Fig. 1: metal 1
Scale: 3 px per um. Supply wires on this layer in grey. Cells faint in the background.
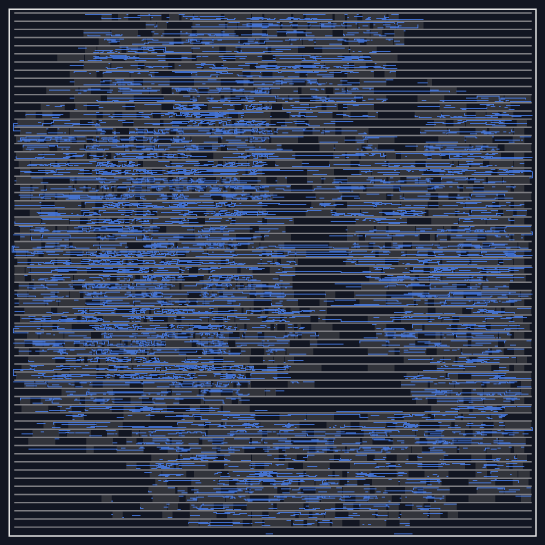
Fig. 2: met2 routing
Scale: 3 px per um.
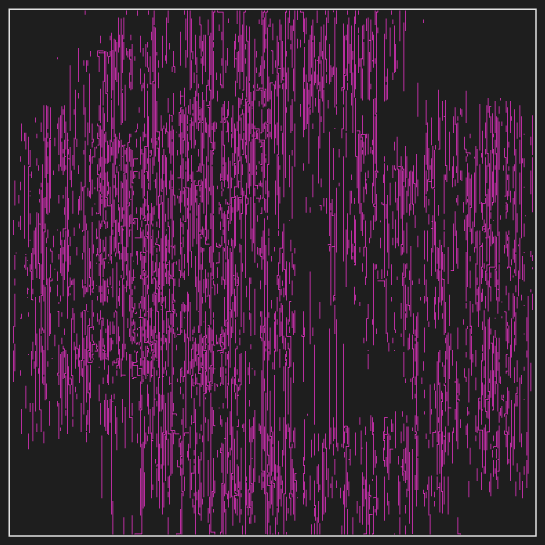
## config.mk

```make
export PLATFORM = sky130hd
export DESIGN_NAME = fetch_unit_flat
export DESIGN_NICKNAME = d
export VERILOG_FILES = /design/src/rtl/fetch_unit_if.sv /design/src/rtl/fetch_unit.sv /design/src/flat_wrapper.sv
export SDC_FILE = /design/constraint.sdc
export NUM_CORES = 1
export LEC_CHECK = 0
export CAP_MARGIN = 10
export CORE_UTILIZATION = 52
export DETAILED_ROUTE_END_ITERATION = 7
export PLACE_DENSITY = 0.84
export SYNTH_ARGS = -nofsm -noshare
export SYNTH_HDL_FRONTEND = slang
export SYNTH_SLANG_ARGS = --single-unit
```

## constraint.sdc

```tcl
create_clock -name clock -period 4.1 [get_ports clock]
set_input_delay 0.41 -clock clock [delete_from_list [all_inputs] [get_ports clock]]
set_output_delay 0.41 -clock clock [all_outputs]
set_load 0.01 [all_outputs]
```

## src/rtl/fetch_unit_if.sv

```systemverilog
// Fetch unit bundle: instruction-memory request port, redirect input and decode-side FIFO head.
// The master side is the fetch unit; the slave side is memory plus decode.
interface fetch_unit_if #(
  parameter int unsigned ADDR_W = 32,
  parameter int unsigned DATA_W = 32,
  parameter int unsigned DEPTH  = 4
);
  localparam int unsigned CntW = $clog2(DEPTH + 1);

  logic              imem_req;
  logic [ADDR_W-1:0] imem_addr;
  logic              imem_ack;
  logic [DATA_W-1:0] imem_rdata;
  logic              redirect_valid;
  logic [ADDR_W-1:0] redirect_pc;
  logic              instr_valid;
  logic [DATA_W-1:0] instr_data;
  logic [ADDR_W-1:0] instr_pc;
  logic              instr_ready;
  logic [CntW-1:0]   fifo_count;

  modport master (
    output imem_req,
    output imem_addr,
    input  imem_ack,
    input  imem_rdata,
    input  redirect_valid,
    input  redirect_pc,
    output instr_valid,
    output instr_data,
    output instr_pc,
    input  instr_ready,
    output fifo_count
  );

  modport slave (
    input  imem_req,
    input  imem_addr,
    output imem_ack,
    output imem_rdata,
    output redirect_valid,
    output redirect_pc,
    input  instr_valid,
    input  instr_data,
    input  instr_pc,
    output instr_ready,
    input  fifo_count
  );
endinterface

```

## src/rtl/fetch_unit.sv

```systemverilog
// Instruction-fetch front end: owns the PC, issues one outstanding word fetch at a time and
// buffers {pc, instruction} pairs in a show-ahead FIFO toward decode; redirects flush everything.
module fetch_unit #(
  parameter int unsigned       ADDR_W   = 32,
  parameter int unsigned       DATA_W   = 32,
  parameter int unsigned       DEPTH    = 4,
  parameter logic [ADDR_W-1:0] RESET_PC = '0,
  parameter int unsigned       STEP     = 4
) (
  input logic          clock,
  input logic          reset,
  fetch_unit_if.master bus
);
  localparam int unsigned       PtrW     = $clog2(DEPTH);
  localparam int unsigned       CntW     = $clog2(DEPTH + 1);
  localparam logic [CntW-1:0]   DepthCnt = CntW'(DEPTH);
  localparam logic [ADDR_W-1:0] StepAddr = ADDR_W'(STEP);
  localparam logic [ADDR_W-1:0] WordMask = ~ADDR_W'(3);

  typedef enum logic [1:0] {StIdle, StFetch, StDrop} state_e;

  state_e            state_q, state_d;
  logic [ADDR_W-1:0] pc_q, pc_d;
  logic [ADDR_W-1:0] req_addr_q, req_addr_d;
  logic              req_q, req_d;

  logic [DATA_W-1:0] data_q [DEPTH];
  logic [DATA_W-1:0] data_d [DEPTH];
  logic [ADDR_W-1:0] ipc_q  [DEPTH];
  logic [ADDR_W-1:0] ipc_d  [DEPTH];
  logic [PtrW-1:0]   wr_ptr_q, wr_ptr_d;
  logic [PtrW-1:0]   rd_ptr_q, rd_ptr_d;
  logic [CntW-1:0]   count_q, count_d;
  logic [PtrW-1:0]   head_idx;

  logic              flush;
  logic              push;
  logic              pop;
  logic [ADDR_W-1:0] redirect_tgt;

  assign redirect_tgt = bus.redirect_pc & WordMask;
  assign flush        = bus.redirect_valid;
  assign pop          = (count_q != '0) && bus.instr_ready && !flush;
  assign push         = (state_q == StFetch) && bus.imem_ack && !flush;

  // FIFO next state; a flush keeps the read pointer just past the last head shown.
  always_comb begin
    data_d   = data_q;
    ipc_d    = ipc_q;
    wr_ptr_d = wr_ptr_q;
    rd_ptr_d = rd_ptr_q;
    count_d  = count_q;
    if (flush) begin
      rd_ptr_d = (count_q != '0) ? rd_ptr_q + 1'b1 : rd_ptr_q;
      wr_ptr_d = rd_ptr_d;
      count_d  = '0;
    end else begin
      if (push) begin
        data_d[wr_ptr_q] = bus.imem_rdata;
        ipc_d[wr_ptr_q]  = req_addr_q;
        wr_ptr_d         = wr_ptr_q + 1'b1;
      end
      if (pop) begin
        rd_ptr_d = rd_ptr_q + 1'b1;
      end
      count_d = count_q + CntW'(push) - CntW'(pop);
    end
  end

  // Fetch FSM; the issue decision looks at the post-edge count so a push never meets a full FIFO.
  always_comb begin
    state_d    = state_q;
    pc_d       = pc_q;
    req_addr_d = req_addr_q;
    case (state_q)
      StIdle: begin
        if (flush) begin
          pc_d = redirect_tgt;
        end
        if (count_d < DepthCnt) begin
          state_d    = StFetch;
          req_addr_d = pc_d;
        end
      end
      StFetch: begin
        if (flush) begin
          pc_d = redirect_tgt;
          if (bus.imem_ack) begin
            req_addr_d = redirect_tgt;
          end else begin
            state_d = StDrop;
          end
        end else if (bus.imem_ack) begin
          pc_d = req_addr_q + StepAddr;
          if (count_d < DepthCnt) begin
            req_addr_d = pc_d;
          end else begin
            state_d = StIdle;
          end
        end
      end
      StDrop: begin
        if (flush) begin
          pc_d = redirect_tgt;
        end
        if (bus.imem_ack) begin
          state_d    = StFetch;
          req_addr_d = pc_d;
        end
      end
      default: begin
        state_d = StIdle;
      end
    endcase
  end

  assign req_d = (state_d != StIdle);

  always_ff @(posedge clock or negedge reset) begin
    if (!reset) begin
      state_q    <= StIdle;
      pc_q       <= RESET_PC;
      req_addr_q <= RESET_PC;
      req_q      <= 1'b0;
      wr_ptr_q   <= '0;
      rd_ptr_q   <= '0;
      count_q    <= '0;
      for (int i = 0; i < int'(DEPTH); i++) begin
        data_q[i] <= '0;
        ipc_q[i]  <= '0;
      end
    end else begin
      state_q    <= state_d;
      pc_q       <= pc_d;
      req_addr_q <= req_addr_d;
      req_q      <= req_d;
      wr_ptr_q   <= wr_ptr_d;
      rd_ptr_q   <= rd_ptr_d;
      count_q    <= count_d;
      data_q     <= data_d;
      ipc_q      <= ipc_d;
    end
  end

  // When empty, present the slot behind the read pointer so the outputs keep the last head.
  assign head_idx = (count_q == '0) ? rd_ptr_q - 1'b1 : rd_ptr_q;

  assign bus.imem_req    = req_q;
  assign bus.imem_addr   = req_addr_q;
  assign bus.instr_valid = (count_q != '0);
  assign bus.instr_data  = data_q[head_idx];
  assign bus.instr_pc    = ipc_q[head_idx];
  assign bus.fifo_count  = count_q;

  push_not_full_a: assert property (@(posedge clock) disable iff (!reset)
    push |-> (count_q != DepthCnt));

endmodule

```

## src/flat_wrapper.sv

```systemverilog
// flat-port wrapper written by rule: the top's interface ports become plain ports
module fetch_unit_flat 
#(
  parameter int unsigned       ADDR_W   = 32,
  parameter int unsigned       DATA_W   = 32,
  parameter int unsigned       DEPTH    = 4,
  parameter logic [ADDR_W-1:0] RESET_PC = '0,
  parameter int unsigned       STEP     = 4
)
  (clock, reset, bus_imem_req, bus_imem_addr, bus_imem_ack, bus_imem_rdata, bus_redirect_valid, bus_redirect_pc, bus_instr_valid, bus_instr_data, bus_instr_pc, bus_instr_ready, bus_fifo_count);
  fetch_unit_if #(.ADDR_W(ADDR_W), .DATA_W(DATA_W), .DEPTH(DEPTH)) bus_i ();
  input logic clock;
  input logic reset;
  output wire logic [$bits(bus_i.imem_req)-1:0] bus_imem_req;
  output wire logic [$bits(bus_i.imem_addr)-1:0] bus_imem_addr;
  input wire logic [$bits(bus_i.imem_ack)-1:0] bus_imem_ack;
  input wire logic [$bits(bus_i.imem_rdata)-1:0] bus_imem_rdata;
  input wire logic [$bits(bus_i.redirect_valid)-1:0] bus_redirect_valid;
  input wire logic [$bits(bus_i.redirect_pc)-1:0] bus_redirect_pc;
  output wire logic [$bits(bus_i.instr_valid)-1:0] bus_instr_valid;
  output wire logic [$bits(bus_i.instr_data)-1:0] bus_instr_data;
  output wire logic [$bits(bus_i.instr_pc)-1:0] bus_instr_pc;
  input wire logic [$bits(bus_i.instr_ready)-1:0] bus_instr_ready;
  output wire logic [$bits(bus_i.fifo_count)-1:0] bus_fifo_count;
  assign bus_imem_req = bus_i.imem_req;
  assign bus_imem_addr = bus_i.imem_addr;
  assign bus_i.imem_ack = bus_imem_ack;
  assign bus_i.imem_rdata = bus_imem_rdata;
  assign bus_i.redirect_valid = bus_redirect_valid;
  assign bus_i.redirect_pc = bus_redirect_pc;
  assign bus_instr_valid = bus_i.instr_valid;
  assign bus_instr_data = bus_i.instr_data;
  assign bus_instr_pc = bus_i.instr_pc;
  assign bus_i.instr_ready = bus_instr_ready;
  assign bus_fifo_count = bus_i.fifo_count;
  fetch_unit #(.ADDR_W(ADDR_W), .DATA_W(DATA_W), .DEPTH(DEPTH), .RESET_PC(RESET_PC), .STEP(STEP)) u_core (.clock(clock), .reset(reset), .bus(bus_i));
endmodule
```

==> results.sh <==
# source this file to load flow results
export IMPL_numCtsBuffers=37
export IMPL_fin_ws_ns=0.368
export IMPL_drv_cap=0
export IMPL_synth_area_per_cell_sq_um=13.2
export IMPL_ys_cells=1177
export IMPL_fp_utilization=0.527
export IMPL_fin_hold_ws_ns=0.500
export IMPL_antenna_found_initial=0
export IMPL_compound_area_frac=0.0789
export IMPL_dp_slack_ns=0.735
export IMPL_dominant_cells="registers"
export IMPL_top_regs="u_core.data_q x128, u_core.ipc_q x128"
export IMPL_comb_share=0.361
export IMPL_setup_tns_final_ns=0
export IMPL_r2r_slack_ns=0.66
export IMPL_drc_errors=0
export IMPL_area_share_nonclk_buffers=0.104
export IMPL_top_logic_kind="multiplexers"
export IMPL_rr_startpoint="u_core.bus.fifo_count[1]"
export IMPL_grt_overflow=0
export IMPL_status="finished clean"
export IMPL_yosysWarnings=0
export IMPL_root_buffer="clkbuf_16"
export IMPL_arrival_ns=3.32
export IMPL_p_comb_frac=0.477
export IMPL_crit_chain="or3_1, nor2_1, xnor2_2, buf_4, mux4_2, clkdlybuf4s50_1"
export IMPL_hold_class="reg -> reg"
export IMPL_nWellTaps=390
export IMPL_pwr_share_seq=0.327
export IMPL_slew_viol_final=0
export IMPL_gp_congestion=0.849
## Picture notes: Fig. 1
The longest straight run is 62.6 um. The wires run mostly horizontal. The layer holds 42% of the routed length. 1263 nets have wire on it.

## Picture notes: Fig. 2
The layer holds 49% of the routed length. The wires run mostly vertical. The layer carries 18300 um of wire. 1263 nets have wire on it.

## how the worst max path moves through the flow
stage	to	slack (ns)	cells after the start	from
floorplan	u_core.bus.imem_addr[25]	0.69	16	bus_redirect_valid
global placement	u_core.bus.imem_addr[31]	0.80	13	u_core.bus.fifo_count[1]
detailed placement	u_core.bus.imem_addr[31]	0.73	13	u_core.bus.fifo_count[1]
CTS	bus_instr_pc[8]	0.34	6	u_core.bus.fifo_count[1]
global route	bus_instr_pc[15]	0.22	6	u_core.bus.fifo_count[1]
finish	bus_instr_pc[15]	0.37	6	u_core.bus.fifo_count[1]
## synth_stat cells (all sizes together) (6+ instances only)
cell / n / area, sq um
o22ai: 20 / 125
o2bb2ai: 12 / 105
ha: 7 / 87.6
and3: 11 / 70.1
a22oi: 13 / 97.6
o31a: 7 / 61.3
nand4: 6 / 58.8
inv: 19 / 71.3
mux2: 256 / 2880
dfrtp: 330 / 8260
mux4: 64 / 1440
xnor2: 26 / 228
nand2: 61 / 229
nor3: 8 / 40.0
o21ai: 62 / 310
xor2: 7 / 61.3
a21oi: 51 / 255
nor2: 36 / 135
a31oi: 12 / 75.1
nand3: 19 / 108
clkbuf: 63 / 236
buf: 33 / 204
## power by group through the flow
stage / clock network, uW / registers (uW) / logic, uW
2_1_floorplan: 0 / 5390 / 5500
3_3_place_gp: 0 / 5770 / 8440
3_5_place_dp: 0 / 5910 / 8620
4_1_cts: 3590 / 5870 / 8690
5_1_grt: 3720 / 6090 / 9180
6_report: 3540 / 5890 / 8580
## metal layers
layer  GRT usage  wire length (um)  share of wire  up-vias
met1       0.333             15500           0.42     5448
met5           0                 0              0        -
met4      0.0736               818          0.022        0
met3      0.0468              2410          0.065       66
li1            -                 -              -     4611
met2       0.413             18300           0.49      391
Power is estimated from default activity; no workload was simulated.
